## config.mk

```make
export PLATFORM = sky130hd
export DESIGN_NAME = key_matrix_scanner
export DESIGN_NICKNAME = d
export VERILOG_FILES = /design/src/rtl/key_matrix_scanner.sv
export SDC_FILE = /design/constraint.sdc
export NUM_CORES = 1
export LEC_CHECK = 0
export ABC_CLOCK_PERIOD_IN_PS = 6300
export CAP_MARGIN = 20
export CORE_MARGIN = 3
export CORE_UTILIZATION = 30
export CTS_CLUSTER_SIZE = 12
export DETAILED_ROUTE_END_ITERATION = 16
export GPL_ROUTABILITY_DRIVEN = 0
export HOLD_SLACK_MARGIN = 0.15
export MAX_ROUTING_LAYER = met4
export PLACE_DENSITY = 0.48
export SLEW_MARGIN = 20
export SYNTH_ARGS = -nofsm -noshare
export SYNTH_HDL_FRONTEND = slang
export SYNTH_SLANG_ARGS = --single-unit
```

## constraint.sdc

```tcl
create_clock -name i_clock -period 6.3 [get_ports i_clock]
set_input_delay 0.63 -clock i_clock [delete_from_list [all_inputs] [get_ports i_clock]]
set_output_delay 0.63 -clock i_clock [all_outputs]
set_load 0.005 [all_outputs]
```

## src/rtl/key_matrix_scanner.sv

```systemverilog
// 4x8 key matrix scanner: drives one column low at a time, debounces all 32 keys
// and reports press/release events one at a time over a valid/ready handshake.
module key_matrix_scanner #(
    parameter int unsigned SETTLE_BITS    = 16,
    parameter int unsigned DEBOUNCE_COUNT = 3
) (
    input  logic        i_clock,
    input  logic        i_reset_n,
    input  logic [7:0]  i_row_sense,
    output logic [3:0]  o_column_enable,
    output logic [31:0] o_keys,
    output logic        o_event_valid,
    output logic [4:0]  o_event_key,
    output logic        o_event_pressed,
    input  logic        i_event_ready
);

    typedef enum logic [1:0] {SETTLE, SAMPLE, EMIT, NEXT} state_t;

    state_t                 state;
    state_t                 state_next;
    logic [SETTLE_BITS-1:0] timer;
    logic [1:0]             col;
    logic [2:0]             row;
    logic [7:0]             row_meta;
    logic [7:0]             row_sync;
    logic [7:0]             sample;
    logic [7:0]             changed;
    logic [31:0]            keys;
    logic [31:0][1:0]       count;
    logic                   advance;

    // Synchronizer idles at the pulled-up level so reset never looks like a closed key
    always_ff @(posedge i_clock or negedge i_reset_n) begin
        if (!i_reset_n) begin
            row_meta <= '1;
            row_sync <= '1;
        end else begin
            row_meta <= i_row_sense;
            row_sync <= row_meta;
        end
    end

    assign sample = ~row_sync;

    always_ff @(posedge i_clock or negedge i_reset_n) begin
        if (!i_reset_n) begin
            state <= SETTLE;
        end else begin
            state <= state_next;
        end
    end

    always_comb begin
        state_next = state;
        case (state)
            SETTLE: if (timer == '1) state_next = SAMPLE;
            SAMPLE: state_next = EMIT;
            EMIT:   if (advance && (row == 3'd7)) state_next = NEXT;
            NEXT:   state_next = SETTLE;
            default: state_next = SETTLE;
        endcase
    end

    always_comb begin
        o_event_valid   = (state == EMIT) && changed[row];
        o_event_key     = {col, row};
        o_event_pressed = keys[{col, row}];
        o_column_enable = ~(4'b0001 << col);
        o_keys          = keys;
        // A row is finished once it has nothing to report or its event is taken
        advance         = (state == EMIT) && (!changed[row] || i_event_ready);
    end

    always_ff @(posedge i_clock or negedge i_reset_n) begin
        if (!i_reset_n) begin
            timer   <= '0;
            col     <= '0;
            row     <= '0;
            changed <= '0;
            keys    <= '0;
            count   <= '0;
        end else begin
            case (state)
                SETTLE: timer <= timer + SETTLE_BITS'(1);
                SAMPLE: begin
                    row <= '0;
                    for (int unsigned r = 0; r < 8; r++) begin
                        if (sample[r] == keys[{col, 3'(r)}]) begin
                            count[{col, 3'(r)}] <= '0;
                            changed[r]          <= 1'b0;
                        end else if (({1'b0, count[{col, 3'(r)}]} + 3'd1) == 3'(DEBOUNCE_COUNT)) begin
                            keys[{col, 3'(r)}]  <= ~keys[{col, 3'(r)}];
                            count[{col, 3'(r)}] <= '0;
                            changed[r]          <= 1'b1;
                        end else begin
                            count[{col, 3'(r)}] <= count[{col, 3'(r)}] + 2'd1;
                            changed[r]          <= 1'b0;
                        end
                    end
                end
                EMIT: begin
                    if (advance) begin
                        changed[row] <= 1'b0;
                        row          <= row + 3'd1;
                    end
                end
                NEXT: begin
                    col   <= col + 2'd1;
                    timer <= '0;
                end
                default: ;
            endcase
        end
    end

endmodule

```

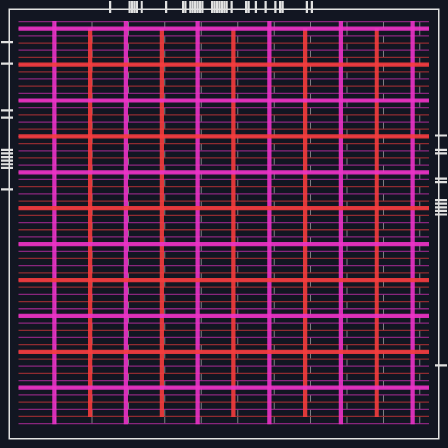
Run 1: supply network
Pins as bars on the die edge. Tap cells in gray.
[magenta] VSS
[red] VDD
met5 straps: 11
signal pins: 54
met4 straps: 11
rows: 56

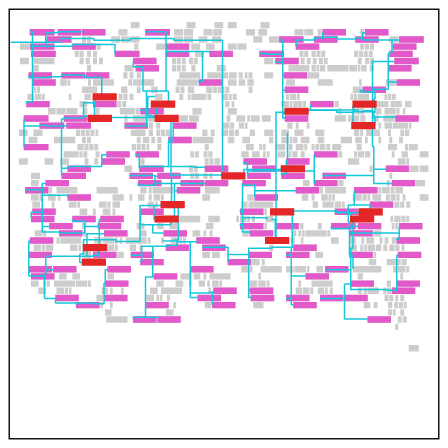
Run 1: clock distribution
[magenta] flip-flops | count: 143
[cyan] clock wires | length: 1990 microns
[red] clock-net drivers | count: 17
routed clock nets: 18

==> impl_metrics.env, run 1 <==
# source this file to load flow results
export IMPL_fin_area_sq_mm=0.00867
export IMPL_setup_worst_path_end="o_event_pressed"
export IMPL_p_clk_frac=0.494
export IMPL_overflow=0
export IMPL_timing_rr_end="count[1]$_DFFE_PN0P_"
export IMPL_via_count=5518
export IMPL_cts_tree="done"
export IMPL_tap_cell_count=319
export IMPL_comb_area_frac=0.396
export IMPL_dp_cells=1027
export IMPL_crit_path_start="row[0]$_DFFE_PN0P_"
export IMPL_worstRegToRegCells=7
export IMPL_buffers=60
export IMPL_swShare=0.226
export IMPL_drc=0
export IMPL_top_cell_area_share=0.435
export IMPL_max_freq_mhz=267
export IMPL_seq_power_mw=0.934
export IMPL_crit_fanout=32
export IMPL_status="complete, no violations"
export IMPL_topCellsByArea="dfrtp_1 (43%), mux4_2 (7.7%), dfstp_2 (5.7%)"
export IMPL_maxCapViolations=0
export IMPL_r2r_start="col[1]$_DFFE_PN0P_"
export IMPL_cp_end_kind="primary output"
export IMPL_worst_path_max_delay_cell="dfrtp_1"
export IMPL_critPathBufInv=2
export IMPL_cp_depth=5
export IMPL_ys_cells=690
export IMPL_final_max_slew_viol_count=0
export IMPL_p_comb_mw=0.0353
export IMPL_hp_class="input port to async pin"
export IMPL_via_per_inst=5.21
export IMPL_crit_required_ns=5.67
export IMPL_ys_sh_adder=0.0325
export IMPL_relSlewSlack=0.324
export IMPL_die_width_microns=162
export IMPL_num_rows=56
export IMPL_power_leader="the clock network"
export IMPL_p_leak_nw=3.49
export IMPL_ys_sh_xor=0.0264
export IMPL_mux_share=0.101
export IMPL_yosys_most_used_dff="dfrtp_1"
export IMPL_finish_utilization=0.366
export IMPL_die_area_sq_mm=0.0263
export IMPL_ctsHoldBuffers=0
export IMPL_crit_chain="inv_1 > o311a_1 > a221o_1 > o21ai_0 > clkdlybuf4s50_1"
export IMPL_die_h_microns=162
export IMPL_wl_mm=19.8
export IMPL_crit_family="flip-flops"
export IMPL_worst_setup_path_start_kind="register"
export IMPL_synthAoiAreaFrac=0.179
export IMPL_num_nets_final=757
export IMPL_layout_setup_ws_ns=2.55
export IMPL_netlist_instances=690
export IMPL_p_int_mw=1.48
export IMPL_hold_viol=0
export IMPL_warnings=32
export IMPL_cts_buffers=17
export IMPL_powerClk_mw=0.945
export IMPL_clock_skew_ns=0.0116
export IMPL_logic_area_sq_mm=0.00343
export IMPL_fin_crit_ns=3.75
export IMPL_clockNetworkAreaShare=0.0634
export IMPL_first_pass_iters=7
export IMPL_cts_max_level=4
export IMPL_n_antenna_cell=0
export IMPL_crit_arrival_ns=3.12
export IMPL_ctsResizeCount=0
export IMPL_flop_area_sq_mm=0.00360
export IMPL_p_per_area_mw_per_mm2=221
export IMPL_cts_sinks=143
export IMPL_wl_met2_mm=9.25
export IMPL_async_flop_share=1.00
export IMPL_edf_count=0
export IMPL_grt_max_degree=84
export IMPL_reg2reg_slack_ns=3.60
export IMPL_power_switching_mw=0.432
export IMPL_met1_length_mm=9.02
export IMPL_rsz0062_at_grt="no"
export IMPL_whs_ns=0.169
export IMPL_worstSetupPathType="register to primary output"
export IMPL_inv_count=26
export IMPL_fill_cells=2374
export IMPL_floorplan_nets=720
export IMPL_clkSlewWorstSetupHoldPaths_ns=0.06
export IMPL_met3WireLength_mm=1.27
export IMPL_tightest_slew_ns=1.01
export IMPL_pwr_share_comb=0.018
export IMPL_area_delta_synth_final_pct=18.5
export IMPL_fin_crit_sh=0.596
export IMPL_post_cts_buffers=0
export IMPL_p_seq_frac=0.488
export IMPL_numPortBuffers=53
export IMPL_setup_viol=0
export IMPL_setup_tns_ns=0
export IMPL_total_power_mw=1.91
export IMPL_peakVddDrop_mv=0.124
export IMPL_initial_utilization=0.309
export IMPL_ys_warnings_count=0
export IMPL_io_pins=54
export IMPL_syn_avg_cell_area_sq_um=10.6
export IMPL_yosys_stat_area_sq_mm=0.00731
export IMPL_nClkBuffers=19
export IMPL_ys_sh_simple=0.130
export IMPL_dominant_cells="flip-flops and latches"
export IMPL_antenna_left=0
export IMPL_grt_pass1_vias=5709
export IMPL_coreArea_sq_mm=0.0237
export IMPL_ys_seq_frac=0.492
export IMPL_logic_gates=479
export IMPL_ctsLongestPathBuffers=2
export IMPL_drive_gt1_frac=0.180
export IMPL_top_logic_kind="AND-OR/OR-AND gates"
export IMPL_drtIter0Drc=456
export IMPL_antenna_found_initial=0
export IMPL_sh_seq_area=0.415
export IMPL_buffer_area_frac=0.0679
export IMPL_grt_first_pass_wirelength_mm=31.8
export IMPL_ys_types=52
export IMPL_dp_slack_ns=2.96
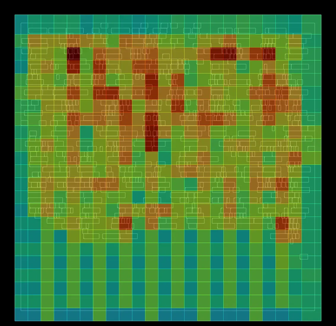
Run 1: congestion heat map
GRT Util Overall: 0.159
global-route met2 utilization: 0.233
GR peak layer: met2
M3 GR Usage: 0.0454

-- run 1: cell usage in the layout (no fill, tap or decap), types with 3 or more instances in the layout --
cell | netlist | routed
a21oi_1 | 44 | 44
a32oi_1 | 6 | 6
and2_1 | 4 | 4
and2b_1 | 5 | 5
and3_1 | 5 | 5
buf_4 | 0 | 6
clkbuf_16 | 0 | 17
clkdlybuf4s50_1 | 0 | 52
clkinv_2 | 0 | 4
clkinv_4 | 0 | 3
clkinvlp_4 | 0 | 3
dfrtp_1 | 127 | 126
dfstp_2 | 16 | 16
ha_1 | 19 | 19
inv_1 | 26 | 26
mux2i_1 | 13 | 13
mux4_2 | 25 | 25
nand2_1 | 104 | 104
nand2b_1 | 4 | 4
nand2b_2 | 7 | 7
nand3_1 | 14 | 14
nand3b_1 | 4 | 4
nor2_1 | 14 | 14
nor2b_1 | 6 | 6
nor3_1 | 12 | 12
o21ai_0 | 79 | 79
o21ai_1 | 4 | 4
o21ai_2 | 28 | 28
o31ai_1 | 34 | 34
or2_4 | 7 | 7
xnor2_1 | 5 | 5
xnor2_2 | 7 | 7
xor2_1 | 4 | 4
-- run 1: synthesized netlist by cell type (4+ instances only) --
library cell  number
a21oi_1           44
a32oi_1            6
and2_1             4
and2b_1            5
and3_1             5
buf_2             14
clkbuf_1          26
dfrtp_1          127
dfstp_2           16
ha_1              19
inv_1             26
mux2i_1           13
mux4_2            25
nand2_1          104
nand2b_1           4
nand2b_2           7
nand3_1           14
nand3b_1           4
nor2_1            14
nor2b_1            6
nor3_1            12
o21ai_0           79
o21ai_1            4
o21ai_2           28
o31ai_1           34
or2_4              7
xnor2_1            5
xnor2_2            7
xor2_1             4
-- run 1: flip-flops by register name, summed over array words and instances, names as in the netlist --
name and count:
changed 8, col 2, count 64, o_keys 32, row 3, row_meta 8
row_sync 8, state 2, timer 16
Run 1, placement by cell class:
The bar under the picture is 50 microns long.
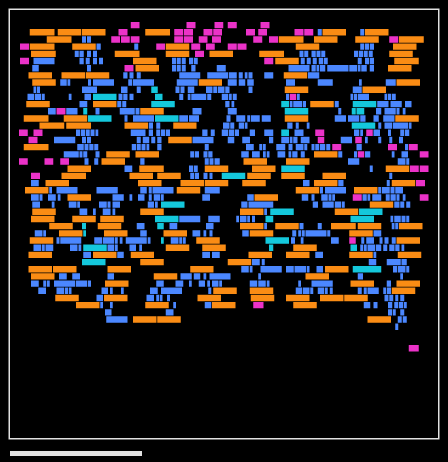

## Run 2: what changed since run 1
- ABC_CLOCK_PERIOD_IN_PS: 6300 -> 3720
- clock period: 6.3 -> 3.72 ns (I/O delays scaled with it)
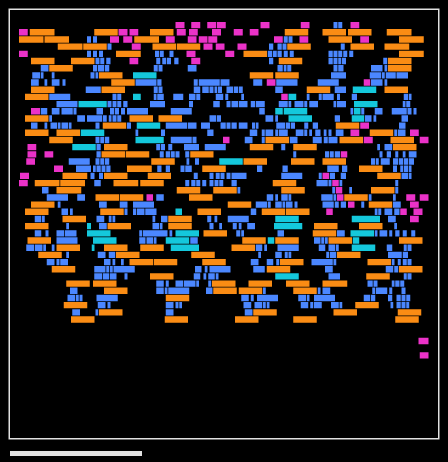
Run 2: placement by cell class
The bar under the picture is 50 microns long.
[magenta] remaining buffers and delay cells | cells: 66
[orange] registers | cells: 143
[cyan] clock drivers and dummy loads | cells: 32
[blue] remaining logic cells | cells: 505

==> run 2 against run 1 <==
Against the previous run: wire length shrank 1.5%; final area grew 1.7%; global-route usage shrank 0.13 points; area after synthesis did not move; sequential share of layout area is 0.70 points lower.
==> impl_metrics.env, run 2 <==
# source this file to load flow results
export IMPL_relSlewSlack=0.375
export IMPL_fin_area_sq_mm=0.00882
export IMPL_cts_tree="done"
export IMPL_grt_pass1_vias=5534
export IMPL_via_per_inst=5.11
export IMPL_area_delta_synth_final_pct=20.6
export IMPL_via_count=5438
export IMPL_track_usage=0.158
export IMPL_p_leak_nw=3.56
export IMPL_ys_types=52
export IMPL_drive_gt1_frac=0.186
export IMPL_wl_met2_mm=9.39
export IMPL_whs_ns=0.350
export IMPL_top_register="count"
export IMPL_final_max_slew_viol_count=0
export IMPL_io_pins=54
export IMPL_most_common_cell="dfrtp_1"
export IMPL_peakVddDrop_mv=0.229
export IMPL_post_cts_buffers=0
export IMPL_ctsLongestPathBuffers=2
export IMPL_crit_required_ns=3.35
export IMPL_worstSetupPathType="register to primary output"
export IMPL_largest_register_ffs=64
export IMPL_hold_viol=0
export IMPL_n_antenna_cell=0
export IMPL_num_nets_final=763
export IMPL_syn_avg_cell_area_sq_um=10.6
export IMPL_wl_mm=19.5
export IMPL_setup_viol=0
export IMPL_met1_length_mm=9.11
export IMPL_coreArea_sq_mm=0.0237
export IMPL_tightest_slew_ns=0.937
export IMPL_layout_top_cell="dfrtp_1"
export IMPL_fin_crit_sh=0.876
export IMPL_ys_cells=690
export IMPL_first_pass_iters=4
export IMPL_grtUsageMet3=0.0342
export IMPL_worst_setup_path_start_kind="register"
export IMPL_fill_cells=2350
export IMPL_grt_busiest_layer="met2"
export IMPL_cts_sinks=143
export IMPL_dp_slack_ns=0.908
export IMPL_antenna_found_initial=0
export IMPL_fin_crit_ns=3.26
export IMPL_antenna_left=0
export IMPL_hp_class="input port to register"
export IMPL_drc=0
export IMPL_status="complete, no violations"
export IMPL_yosys_most_used_dff="dfrtp_1"
export IMPL_die_area_sq_mm=0.0263
export IMPL_floorplan_nets=720
export IMPL_warnings=34
export IMPL_ctsHoldBuffers=1
export IMPL_layout_setup_ws_ns=0.461
export IMPL_setup_tns_ns=0
export IMPL_logic_area_sq_mm=0.00343
export IMPL_cp_end_kind="primary output"
export IMPL_async_flop_share=1.00
export IMPL_numPortBuffers=53
export IMPL_overflow=0
export IMPL_ctsResizeCount=0
export IMPL_p_per_area_mw_per_mm2=400
export IMPL_ys_seq_frac=0.492
export IMPL_grt_max_degree=102
export IMPL_synthTopCellsByCount="dfrtp_1 (127), nand2_1 (104), o21ai_0 (79), a21oi_1 (44), o31ai_1 (34)"
export IMPL_yosys_stat_area_sq_mm=0.00731
export IMPL_met3WireLength_microns=729
export IMPL_maxCapViolations=0
export IMPL_netlist_instances=690
export IMPL_num_rows=56
export IMPL_crit_fanout=25
export IMPL_rsz0062_at_grt="no"
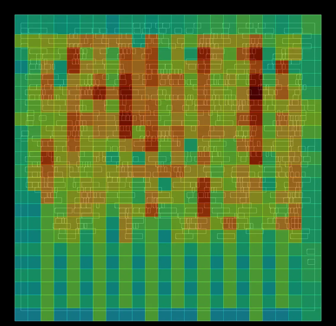
Run 2: congestion heat map
final cell utilization of the core: 0.372
met1 Usage GRT: 0.211
global-route met2 utilization: 0.244
wire length per cell: 18.3 microns

run 2: logic make-up (layout without fill, tap and decap cells):
group,after synthesis,in the layout,synth area share
AOI/OAI and AO/OA,209,209,0.179
xor gates and xnor gates,16,16,0.0264
adders and majority gates,19,19,0.0325
buffers and inverters,68,124,0.0383
DFF,143,143,0.492
muxes,41,41,0.101
and+or+nand+nor,194,194,0.130
run 2: cell type report:
class,count,share of cell area
well taps,319,0.0453
repair buffers,66,0.0717
inverters,26,0.0111
multi-input cells,479,0.389
flip-flops and latches,143,0.408
clock inverters,13,0.0240
clock buffers,19,0.0502
run 2: path summary, 6_finish.rpt:
kind	from	endpoint	cells after the start
min in group asynchronous	i_reset_n	timer[2]$_DFFE_PN0P_	2
max reg2reg	col[0]$_DFFE_PN0P_	o_keys[29]$_DFFE_PN0P_	7
max	row[1]$_DFFE_PN0P_	o_event_pressed	6
min reg2reg	row_meta[6]$_DFF_PN1_	row_sync[6]$_DFF_PN1_	0
max in group asynchronous	i_reset_n	row_meta[4]$_DFF_PN1_	3
min	i_row_sense[1]	row_meta[1]$_DFF_PN1_	1
run 2: worst max-delay path, stage by stage, from the launching register on:
cell and delay, ns:
dfrtp_1 0.92, nor2b_1 0.31, a311o_1 0.20, a21oi_1 0.04, a221o_1 0.35, o21ai_0 0.10
clkdlybuf4s50_1 0.55
run 2: where the power goes:
group          switching [mW]  total (mW)  internal [mW]
registers             0.00971        1.58           1.57
logic                  0.0429      0.0613         0.0184
clock network           0.677        1.89           1.21
total                   0.730        3.53           2.80
run 2: per-stage QoR:
stage | std cells | total power [mW]
after CTS | 1065 | 3.58
after global placement | 1032 | 1.67
after detailed placement | 1032 | 1.67
final | 1065 | 3.53
after global routing | 1065 | 3.67
after floorplan | 690 | 1.62
Power is estimated from default activity; no workload was simulated.
